==> images/clock_map.png <==
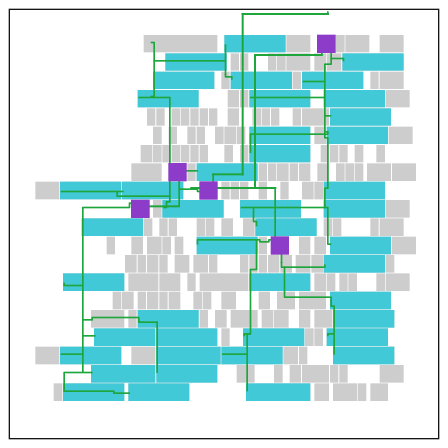
==> images/pins.png <==
Pins as bars across the die edge, other pins in grey.
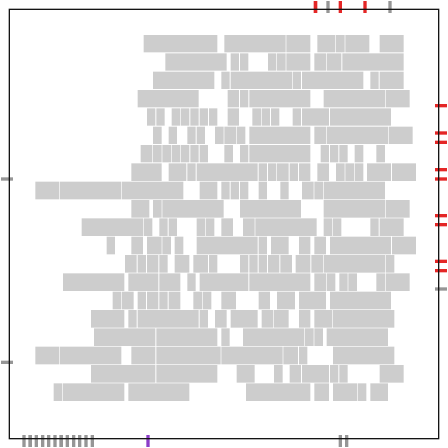
==> images/port_nets.png <==
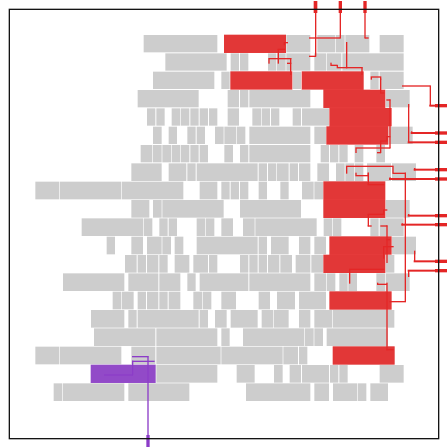
[src/rtl/spi_slave_sync.sv]
// SPI slave (cs active-low, LSB first) sampled entirely in the clk domain; optional miso return under SPI_SLV_MISO_EN.
// Latency: SYNC_STAGES+1 clk from a pin edge to action; done/frame_err pulse one clk after the deciding edge.
// Backpressure: none; words arrive at the master's pace and dout simply holds until the next full word.
module spi_slave_sync #(
    parameter int DATA_WIDTH  = 12,
    parameter int SYNC_STAGES = 2
) (
    input  logic                  clk,
    input  logic                  reset,
    input  logic                  sclk,
    input  logic                  cs,
    input  logic                  mosi,
    input  logic [DATA_WIDTH-1:0] tx_data,
    output logic                  miso,
    output logic [DATA_WIDTH-1:0] dout,
    output logic                  done,
    output logic                  frame_err
);
    localparam int CW = $clog2(DATA_WIDTH + 1);
    localparam logic [CW-1:0] LAST_BIT = CW'(DATA_WIDTH - 1);
    localparam logic [CW-1:0] ONE      = CW'(1);

    typedef enum logic [1:0] {IDLE, RECV, FULL} state_t;

    state_t                  state, state_nxt;
    logic [SYNC_STAGES-1:0]  sclk_sync, cs_sync, mosi_sync;
    logic [SYNC_STAGES:0]    flush_pipe;
    logic                    s_sclk, s_cs, s_mosi, s_sclk_d, s_cs_d;
    logic                    rise, fall, cs_rise, cs_fall, armed;
    logic [CW-1:0]           bit_cnt;
    logic [DATA_WIDTH-1:0]   shift;
    logic                    start, sample, last, err, shift_tx, in_frame;

    assign s_sclk = sclk_sync[SYNC_STAGES-1];
    assign s_cs   = cs_sync[SYNC_STAGES-1];
    assign s_mosi = mosi_sync[SYNC_STAGES-1];

    always_ff @(posedge clk or posedge reset) begin
        if (reset) begin
            sclk_sync  <= '0;
            cs_sync    <= '1;
            mosi_sync  <= '0;
            s_sclk_d   <= 1'b0;
            s_cs_d     <= 1'b1;
            flush_pipe <= '0;
            armed      <= 1'b0;
        end else begin
            sclk_sync  <= {sclk_sync[SYNC_STAGES-2:0], sclk};
            cs_sync    <= {cs_sync[SYNC_STAGES-2:0], cs};
            mosi_sync  <= {mosi_sync[SYNC_STAGES-2:0], mosi};
            s_sclk_d   <= s_sclk;
            s_cs_d     <= s_cs;
            flush_pipe <= {flush_pipe[SYNC_STAGES-1:0], 1'b1};
            // A frame already running at reset release must not look like a fresh cs_fall:
            // only arm once the flushed synchronizer has really seen cs high.
            armed      <= armed | (flush_pipe[SYNC_STAGES] & s_cs);
        end
    end

    assign rise    =  s_sclk & ~s_sclk_d;
    assign fall    = ~s_sclk &  s_sclk_d;
    assign cs_rise =  s_cs   & ~s_cs_d;
    assign cs_fall = ~s_cs   &  s_cs_d & armed;

    always_ff @(posedge clk or posedge reset) begin
        if (reset) state <= IDLE;
        else       state <= state_nxt;
    end

    always_comb begin
        state_nxt = state;
        start     = 1'b0;
        sample    = 1'b0;
        last      = 1'b0;
        err       = 1'b0;
        shift_tx  = 1'b0;
        case (state)
            IDLE: begin
                if (cs_fall) begin
                    start     = 1'b1;
                    state_nxt = RECV;
                end
            end
            RECV: begin
                // cs_rise outranks a coincident fall: the partial bit is dropped.
                if (cs_rise) begin
                    err       = (bit_cnt != '0);
                    state_nxt = IDLE;
                end else begin
                    if (fall && bit_cnt <= LAST_BIT) begin
                        sample = 1'b1;
                        if (bit_cnt == LAST_BIT) begin
                            last      = 1'b1;
                            state_nxt = FULL;
                        end
                    end
                    if (rise && bit_cnt != '0 && bit_cnt <= LAST_BIT) shift_tx = 1'b1;
                end
            end
            FULL: begin
                if (cs_rise) state_nxt = IDLE;
            end
            default: state_nxt = IDLE;
        endcase
    end

    always_ff @(posedge clk or posedge reset) begin
        if (reset) begin
            bit_cnt   <= '0;
            shift     <= '0;
            dout      <= '0;
            done      <= 1'b0;
            frame_err <= 1'b0;
        end else begin
            done      <= last;
            frame_err <= err;
            if (start) begin
                bit_cnt <= '0;
                shift   <= '0;
            end else if (sample) begin
                shift   <= {s_mosi, shift[DATA_WIDTH-1:1]};
                bit_cnt <= bit_cnt + ONE;
            end
            if (last) dout <= {s_mosi, shift[DATA_WIDTH-1:1]};
        end
    end

    assign in_frame = (state == RECV) && (state_nxt == RECV);

`ifdef SPI_SLV_MISO_EN
    logic [DATA_WIDTH-1:0] tx_shift;

    always_ff @(posedge clk or posedge reset) begin
        if (reset) begin
            tx_shift <= '0;
            miso     <= 1'b0;
        end else if (start) begin
            tx_shift <= tx_data;
            miso     <= tx_data[0];
        end else if (!in_frame) begin
            miso <= 1'b0;
        end else if (shift_tx) begin
            miso <= tx_shift[bit_cnt];
        end
    end
`else
    logic unused_tx;

    assign unused_tx = ^{tx_data, shift_tx, in_frame};
    assign miso      = 1'b0;
`endif
endmodule

[config.mk]
export PLATFORM = sky130hd
export DESIGN_NAME = spi_slave_sync
export DESIGN_NICKNAME = d
export VERILOG_FILES = /design/src/rtl/spi_slave_sync.sv
export SDC_FILE = /design/constraint.sdc
export NUM_CORES = 1
export LEC_CHECK = 0
export ABC_AREA = 1
export CORE_MARGIN = 3
export CORE_UTILIZATION = 55
export DETAILED_ROUTE_END_ITERATION = 7
export HOLD_SLACK_MARGIN = 0.06
export PLACE_DENSITY = 0.9
export SLEW_MARGIN = 10
export SYNTH_ARGS = -nofsm -noshare
export SYNTH_HDL_FRONTEND = slang
export SYNTH_SLANG_ARGS = --single-unit
[constraint.sdc]
create_clock -name clk -period 3.49 [get_ports clk]
set_clock_uncertainty 0.1 [all_clocks]
set_input_delay 0.698 -clock clk [delete_from_list [all_inputs] [get_ports clk]]
set_output_delay 0.698 -clock clk [all_outputs]
set_load 0.02 [all_outputs]
==> flow_metrics.py <==
# Physical implementation metrics
metrics = {
    "clock_tree": {
        "path_clk_slew_ns": 0.12,
        "cts_setup_buffers": 0,
        "cts_hold_buf": 0,
        "clock-sinks": 43,
    },
    "timing": {
        "setup_ws_ns": 1.37,
        "tightest_slew_ns": 0.538,
        "slew_viol_final": 0,
        "fin_tns_setup_ns": 0,
        "final_hold_viol_count": 0,
        "fin_crit_sh": 0.608,
    },
    "power": {
        "totalPowerFinal_mw": 0.943,
        "power.group.top": "registers",
        "p_clk_frac": 0.334,
        "p_comb_mw": 0.0865,
        "p_comb_frac": 0.092,
        "p_leak_nw": 1.10,
        "p_seq_frac": 0.574,
    },
    "synthesis": {
        "yosysMostFrequentCell": "nand2_1",
        "syn_area_per_cell_um2": 9.46,
        "synthCells": 192,
        "synthSimpleGateAreaFrac": 0.292,
        "yosysSeqAreaShare": 0.594,
        "ys_ff": 43,
        "synthMuxAreaShare": 0,
        "syn-num-nets": 211,
        "synthXorXnorAreaFrac": 0.00482,
        "yosys_warnings": 0,
    },
    "final_layout": {
        "clkbuf_count": 6,
        "mostFrequentLayoutCells": "nand2_1 (62), dfrtp_1 (40), nand3_1 (27), clkdlybuf4s50_1 (18), inv_1 (16)",
        "largest_reg_flops": 12,
        "nNonClkBuffers": 19,
        "largest_registers": "dout (12), shift (11), bit_cnt (4)",
        "final_layout_size_suffix_gt1_frac": 0.123,
        "comb-cell-share": 0.289,
        "seq_share": 0.520,
        "clock_cell_area_share": 0.0416,
    },
    "critical_path": {
        "crit_arrival_ns": 1.32,
        "cp-startpoint": "dout[0]",
        "crit_path_end_kind": "output pin",
        "regToRegStartpoint": "s_cs_d",
        "worstSetupPathType": "reg2out",
        "cp_top_family": "buffers and inverters",
        "worstPathRequired_ns": 2.69,
    },
    "floorplanning": {
        "die_h_um": 63.5,
        "die_w_um": 63.5,
    },
    "job": {
        "drv_cap": 0,
    },
    "routing": {
        "wl_met1_um": 1270,
        "drt-initial-drc-count": 51,
        "vias": 1230,
        "wl_per_cell_um": 10.9,
        "dr_wl_met3_um": 108,
        "ant_nets": 0,
    },
    "min_path": {
        "whs_path_depth": 0,
    },
    "grt": {
        "grt_pass1_vias": 1130,
        "met2_usage": 0.271,
        "grt_use_total": 0.159,
    },
    "placement": {
        "placed_area_um2": 1990,
        "dpl.cell_count": 247,
        "finalWeightedCongestion": 0.753,
        "port_buffers": 18,
    },
    "outcome": {
        "status": "finished, final reports clean",
    },
}
-- clock_map.png (at the start) --
[cyan] flip-flops | count: 43
[green] clock wires | length: 415 um
[purple] cells driving clock nets | count: 5
routed clock nets	6

-- pins.png (at the start) --
colour	port	pins	direction	edge
purple	`cs`	1	input	bottom
red	`dout`	12	output	9 right, 3 top
all pins by edge	15 bottom, 10 right, 5 top, 2 left

-- port_nets.png (at the start) --
colour	port	direction	end cells	wire
purple	`cs`	input	1	23.4 um
red	`dout`	output	12	186 um

Power and IR drop assume default switching activity.
